### src/rtl/dma_pkg.sv
`default_nettype none
// +----------------------------------------------------------------------------+
// | Package    : dma_pkg                                                       |
// | Description: Shared DMA definitions. Holds the control-register bit        |
// |              positions (also used by the register file), the direction     |
// |              encodings and the transfer engine state encoding.             |
// | Revision   : 1.0 - initial release                                         |
// +----------------------------------------------------------------------------+
package dma_pkg;

    // Control register bit positions
    localparam int CTRL_EN_BIT  = 0;
    localparam int CTRL_DIR_BIT = 1;

    // Direction encodings (value of ctrl bit CTRL_DIR_BIT)
    localparam logic DIR_READ  = 1'b0;   // RAM -> peripheral
    localparam logic DIR_WRITE = 1'b1;   // peripheral -> RAM

    // Transfer engine states, explicitly encoded
    typedef enum logic [2:0] {
        IDLE      = 3'd0,
        RD_REQ    = 3'd1,
        RD_WAIT   = 3'd2,
        RD_PUSH   = 3'd3,
        WR_ACCEPT = 3'd4,
        WR_COMMIT = 3'd5,
        DONE      = 3'd6
    } dma_state_t;

endpackage
`default_nettype wire

### src/rtl/dma_transfer_engine.sv
`default_nettype none
// +----------------------------------------------------------------------------+
// | Module     : dma_transfer_engine                                           |
// | Description: Moves words between RAM and a peripheral stream port using    |
// |              the DMA control/address/count registers. Read direction       |
// |              streams RAM words out on tx_*, write direction stores rx_*    |
// |              words into RAM. Reports busy, a done pulse and sticky abort.  |
// | Ports      : clk, reset          - clock, synchronous active-high reset    |
// |              ctrl_sig_reg        - bit0 enable, bit1 direction             |
// |              addr_reg, count_reg - start word address, word count          |
// |              mem_*               - RAM port (read data 1 cycle latency)    |
// |              tx_*                - peripheral output stream (valid/ready)  |
// |              rx_*                - peripheral input stream (valid/ready)   |
// |              busy, done, aborted - status back to the CPU side             |
// |              xfer_addr/remaining - live transfer progress                  |
// | Revision   : 1.0 - initial release                                         |
// +----------------------------------------------------------------------------+
module dma_transfer_engine
    import dma_pkg::*;
#(
    parameter int DATA_W = 32
) (
    input  logic              clk,
    input  logic              reset,
    input  logic [31:0]       ctrl_sig_reg,
    input  logic [31:0]       addr_reg,
    input  logic [31:0]       count_reg,
    output logic [31:0]       mem_addr,
    output logic              mem_rd_en,
    input  logic [DATA_W-1:0] mem_rd_data,
    output logic              mem_wr_en,
    output logic [DATA_W-1:0] mem_wr_data,
    output logic              tx_valid,
    input  logic              tx_ready,
    output logic [DATA_W-1:0] tx_data,
    input  logic              rx_valid,
    output logic              rx_ready,
    input  logic [DATA_W-1:0] rx_data,
    output logic              busy,
    output logic              done,
    output logic              aborted,
    output logic [31:0]       xfer_addr,
    output logic [31:0]       xfer_remaining
);

    dma_state_t        r_state;
    logic              r_en_prev;
    logic              r_dir;
    logic [DATA_W-1:0] r_buf;      // read word awaiting push, or write word awaiting commit

    dma_state_t        w_state_nxt;
    logic [31:0]       w_addr_nxt;
    logic [31:0]       w_rem_nxt;
    logic              w_dir_nxt;
    logic [DATA_W-1:0] w_buf_nxt;
    logic              w_aborted_nxt;
    logic              w_en;
    logic              w_start;
    logic              w_step;     // a word completes this cycle
    logic              w_last;
    logic              w_unused_ctrl;

    assign w_en          = ctrl_sig_reg[CTRL_EN_BIT];
    assign w_start       = (r_state == IDLE) && w_en && !r_en_prev;
    assign w_last        = (xfer_remaining <= 32'd1);
    assign w_unused_ctrl = ^ctrl_sig_reg[31:2];

    always_comb begin
        w_state_nxt   = r_state;
        w_addr_nxt    = xfer_addr;
        w_rem_nxt     = xfer_remaining;
        w_dir_nxt     = r_dir;
        w_buf_nxt     = r_buf;
        w_aborted_nxt = aborted;
        w_step        = 1'b0;

        case (r_state)
            IDLE: begin
                if (w_start) begin
                    w_addr_nxt    = addr_reg;
                    w_rem_nxt     = count_reg;
                    w_dir_nxt     = ctrl_sig_reg[CTRL_DIR_BIT];
                    w_aborted_nxt = 1'b0;
                    if (count_reg == 32'd0)
                        w_state_nxt = DONE;
                    else if (ctrl_sig_reg[CTRL_DIR_BIT] == DIR_WRITE)
                        w_state_nxt = WR_ACCEPT;
                    else
                        w_state_nxt = RD_REQ;
                end
            end
            RD_REQ:  w_state_nxt = RD_WAIT;
            RD_WAIT: begin
                w_buf_nxt   = mem_rd_data;
                w_state_nxt = RD_PUSH;
            end
            RD_PUSH: begin
                if (tx_ready) begin
                    w_step      = 1'b1;
                    w_state_nxt = w_last ? DONE : RD_REQ;
                end
            end
            WR_ACCEPT: begin
                if (rx_valid) begin
                    w_buf_nxt   = rx_data;
                    w_state_nxt = WR_COMMIT;
                end
            end
            WR_COMMIT: begin
                w_step      = 1'b1;
                w_state_nxt = w_last ? DONE : WR_ACCEPT;
            end
            DONE:    w_state_nxt = IDLE;
            default: w_state_nxt = IDLE;
        endcase

        // The strobe already on the bus this cycle still counts, even on abort
        if (w_step) begin
            w_addr_nxt = xfer_addr + 32'd1;
            w_rem_nxt  = (xfer_remaining != 32'd0) ? xfer_remaining - 32'd1 : 32'd0;
        end

        // Enable dropped mid-transfer: abandon without a done pulse
        if ((r_state != IDLE) && (r_state != DONE) && !w_en) begin
            w_state_nxt   = IDLE;
            w_aborted_nxt = 1'b1;
        end
    end

    // Outputs are registered from the next-state values so each one is
    // valid during the cycle its state is active.
    always_ff @(posedge clk) begin
        if (reset) begin
            r_state        <= IDLE;
            r_en_prev      <= 1'b0;
            r_dir          <= DIR_READ;
            r_buf          <= '0;
            xfer_addr      <= '0;
            xfer_remaining <= '0;
            aborted        <= 1'b0;
            busy           <= 1'b0;
            done           <= 1'b0;
            mem_addr       <= '0;
            mem_rd_en      <= 1'b0;
            mem_wr_en      <= 1'b0;
            mem_wr_data    <= '0;
            tx_valid       <= 1'b0;
            tx_data        <= '0;
            rx_ready       <= 1'b0;
        end else begin
            r_state        <= w_state_nxt;
            r_en_prev      <= w_en;
            r_dir          <= w_dir_nxt;
            r_buf          <= w_buf_nxt;
            xfer_addr      <= w_addr_nxt;
            xfer_remaining <= w_rem_nxt;
            aborted        <= w_aborted_nxt;
            busy           <= (w_state_nxt != IDLE) && (w_state_nxt != DONE);
            done           <= (w_state_nxt == DONE);
            mem_addr       <= w_addr_nxt;
            mem_rd_en      <= (w_state_nxt == RD_REQ);
            mem_wr_en      <= (w_state_nxt == WR_COMMIT);
            mem_wr_data    <= w_buf_nxt;
            tx_valid       <= (w_state_nxt == RD_PUSH);
            tx_data        <= w_buf_nxt;
            rx_ready       <= (w_state_nxt == WR_ACCEPT);
        end
    end

endmodule
`default_nettype wire
### config.mk
export PLATFORM = sky130hd
export DESIGN_NAME = dma_transfer_engine
export DESIGN_NICKNAME = d
export VERILOG_FILES = /design/src/rtl/dma_pkg.sv /design/src/rtl/dma_transfer_engine.sv
export SDC_FILE = /design/constraint.sdc
export NUM_CORES = 1
export LEC_CHECK = 0
export ABC_AREA = 1
export CORE_ASPECT_RATIO = 1.75
export CORE_MARGIN = 2
export CORE_UTILIZATION = 40
export CTS_BUF_LIST = sky130_fd_sc_hd__clkbuf_8 sky130_fd_sc_hd__clkbuf_16
export DETAILED_ROUTE_END_ITERATION = 12
export GPL_TIMING_DRIVEN = 0
export PLACE_DENSITY_LB_ADDON = 0.05
export SLEW_MARGIN = 20
export SYNTH_ARGS = -nofsm -noshare
export SYNTH_HDL_FRONTEND = slang
export SYNTH_SLANG_ARGS = --single-unit
### constraint.sdc
create_clock -name clk -period 3.31 [get_ports clk]
set_clock_uncertainty 0.05 [all_clocks]
set_input_delay 0.662 -clock clk [delete_from_list [all_inputs] [get_ports clk]]
set_output_delay 0.662 -clock clk [all_outputs]
set_load 0.05 [all_outputs]
==> flow_summary.ini, run 1 <==
; generated from flow reports
[setup_path]
cpPeakStageDelay_ns = 0.87
crit_required_ns = 2.60
critical_path.startpoint = xfer_addr[2]
path_cells = buf_4 -> clkdlybuf4s50_1
worstSetupPathType = register to output pin
crit_buf_inv = 2
cp_top_family = buffers and inverters

[detailed_routing]
dr.max_layer_used = met4
vias_per_cell = 5.20
wl_met3_um = 1640
dr_wl_met2_um = 14300

[cells_and_area]
buffers = 417
final_core_util_pct = 61.9
num-fill-cells = 1628
final-nonclk-buf-share_pct = 35.9
regArea_um2 = 2140
syn_to_final_growth_pct = 53.1
clk_share_pct = 3.08
sh_seq_area_pct = 20.6

[die]
die_width_um = 103
die-area_um2 = 18100
pin_count = 331

[clock_network]
cts_root_buffer = clkbuf_16
clk_pin_slew_ns = 0.08

[logic_synthesis]
edf_count = 0
synth_adder_area_share_pct = 0.737
simple_gate_share_pct = 27.1
ys_warn_count = 0
ys_seq_share_pct = 31.5
async_reset_ff_share_pct = 0
synth_flop_count = 107

[global_route]
grt_pass1_vias = 7850
met3_usage_pct = 5.70

[run_status]
status = complete, no violations

[place]
io_buffers = 300
run 1: power groups by stage:
stage / combinational (mW) / clock [mW] / sequential [mW]
2_1_floorplan: 1.62 / 0 / 2.50
3_3_place_gp: 3.47 / 0 / 1.84
3_5_place_dp: 3.49 / 0 / 1.85
4_1_cts: 3.50 / 1.21 / 1.82
5_1_grt: 3.71 / 1.25 / 1.85
6_report: 3.49 / 1.19 / 1.82
run 1: placed cells by master (no fill, tap or decap), types with 39 or more instances in the layout:
| cell type | count |
|---|---|
| inv_1 | 67 |
| a21oi_1 | 39 |
| nor2_1 | 77 |
| nand2_1 | 177 |
| clkdlybuf4s50_1 | 300 |
| dfxtp_1 | 107 |
| o21ai_0 | 133 |
| nand3_1 | 80 |
| a31oi_1 | 45 |
| buf_4 | 69 |
### The clock network, run 1

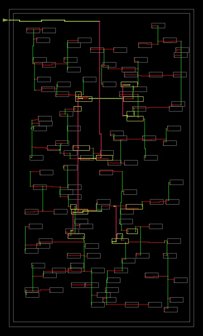
FF+latch count: 107
clk pwr: 1.19 mW
Num CTS Buffers: 9
CLK BUF: 9

### Clock wires, drivers and flops, run 1

Scale: 3 px per um.
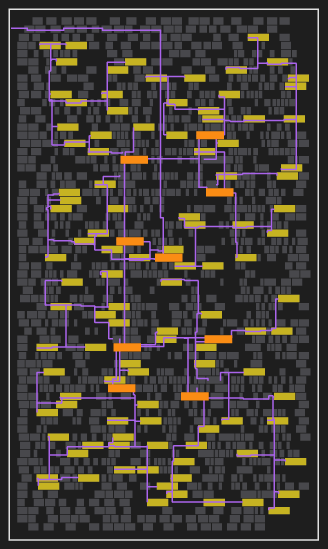
[purple] clock wires | length: 1570 um
[orange] clock drivers | count: 9
[yellow] flip-flops | count: 107
flops lie	spread over the die

### The metal 3 layer, run 1

Scale: 4 px per um. Cells faint in the background.
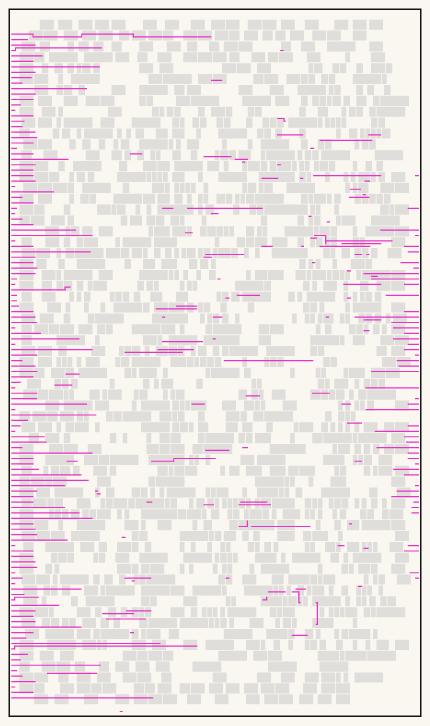
main direction	horizontal
wire length on this layer	1640 um

--- run 2 (diff from run 1) ---
==> constraint.sdc (replaced) <==
create_clock -name clk -period 2.47 [get_ports clk]
set_clock_uncertainty 0.05 [all_clocks]
set_input_delay 0.494 -clock clk [delete_from_list [all_inputs] [get_ports clk]]
set_output_delay 0.494 -clock clk [all_outputs]
set_load 0.05 [all_outputs]
==> flow_summary.ini, run 2 <==
; generated from flow reports
[detailed_routing]
dr.max_layer_used = met4
vias_per_cell = 5.20
wl_met1_um = 9020
drtAntennaViolNets = 0
dr_wl_met2_um = 14300
wl_met3_um = 1640
first_iter_violations = 339

[cells_and_area]
layout_top_cells = clkdlybuf4s50_1 (299), nand2_1 (177), o21ai_0 (133)
antenna_cells = 0
num-fill-cells = 1629
syn_to_final_growth_pct = 53.1
final_core_util_pct = 61.9
top_regs = r_buf: 32 flops, xfer_addr: 32 flops, xfer_remaining: 32 flops
regArea_um2 = 2140
lay_top_count = clkdlybuf4s50_1

[logic_synthesis]
syn_inst = 984
edf_count = 0
synth_adder_area_share_pct = 0.737
ys_warn_count = 0
synth-xor-area-share_pct = 4.38
simple_gate_share_pct = 27.1
async_reset_ff_share_pct = 0
synth_flop_count = 107
ys_seq_share_pct = 31.5
avgSynthCellArea_um2 = 6.90
yosys-top-cells-count = nand2_1 (177), o21ai_0 (133), dfxtp_1 (107), nand3_1 (80), nor2_1 (77)

[place]
gp_congestion = 0.955
placed_cell_area_um2 = 10100
dp_hpwl_um = 20800
io_buffers = 300

[clock_network]
clk_pin_slew_ns = 0.08
cts_made_buffers = 9
cts_root_buffer = clkbuf_16
clock_sinks = 107

[setup_path]
r2r-start = xfer_remaining[0]
worstSetupPathType = register to output pin
worst-path-stages = 2
cp_top_family = buffers and inverters
critical_path.startpoint = xfer_addr[24]
crit_buf_inv = 2
path_cells = buf_4 -> clkdlybuf4s50_1
cpPeakStageDelay_ns = 0.79
endpoint_kind = output pin
crit_required_ns = 1.93

[timing]
hold_violations = 0
setup_slack_ns = 0.0704
holdWs_ns = 0.435
worstMarginPinSlew_ns = 0.721

[die]
die-area_um2 = 18100
fp.dieH_um = 176
die_width_um = 103
num_rows = 63
pin_count = 331

[global_route]
met3_usage_pct = 5.70
grt_pass1_vias = 7850
track_usage_pct = 28.2
grt_pass1_wl_um = 39400

[hold_path]
min_to = aborted

[pwr]
pwr-share-comb_pct = 53.7

[run_status]
status = complete, no violations
[run 2: power by group through the flow]
stage          combinational [mW]  clock (mW)  sequential (mW)
4_1_cts                      4.68        1.62             2.44
5_1_grt                      4.96        1.68             2.48
3_3_place_gp                 4.64           0             2.47
6_report                     4.67        1.59             2.44
3_5_place_dp                 4.67           0             2.47
2_1_floorplan                2.17           0             3.35
[run 2: cell type report]
type | instances | share of cell area (%)
multi-input cells | 689 | 35.1
repair buffers | 300 | 28.9
flip-flops and latches | 107 | 20.6
plain buffers | 117 | 7.01
well taps | 227 | 2.73
inverters | 71 | 2.57
clock buffers | 9 | 2.17
clock inverters | 7 | 0.914
[run 2: what timing repair did]
item,in CTS,in global routing
setup endpoints to repair,1,0
buffers inserted,0,0
gates resized,1,0
endpoints found under the hold margin,0,0
### Clock wires, drivers and flops, run 2

Scale: 3 px per um.
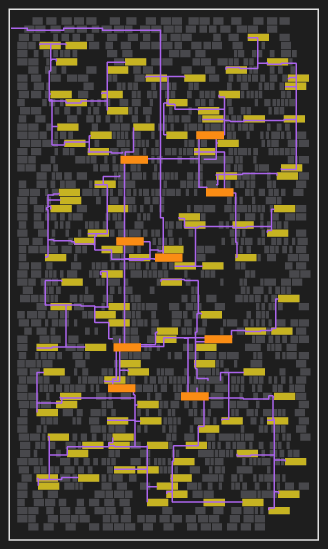
[purple] clock wires | length: 1570 um
[yellow] flip-flops | count: 107
[orange] clock drivers | count: 9
routed clock nets	10

Power and IR drop assume default switching activity.
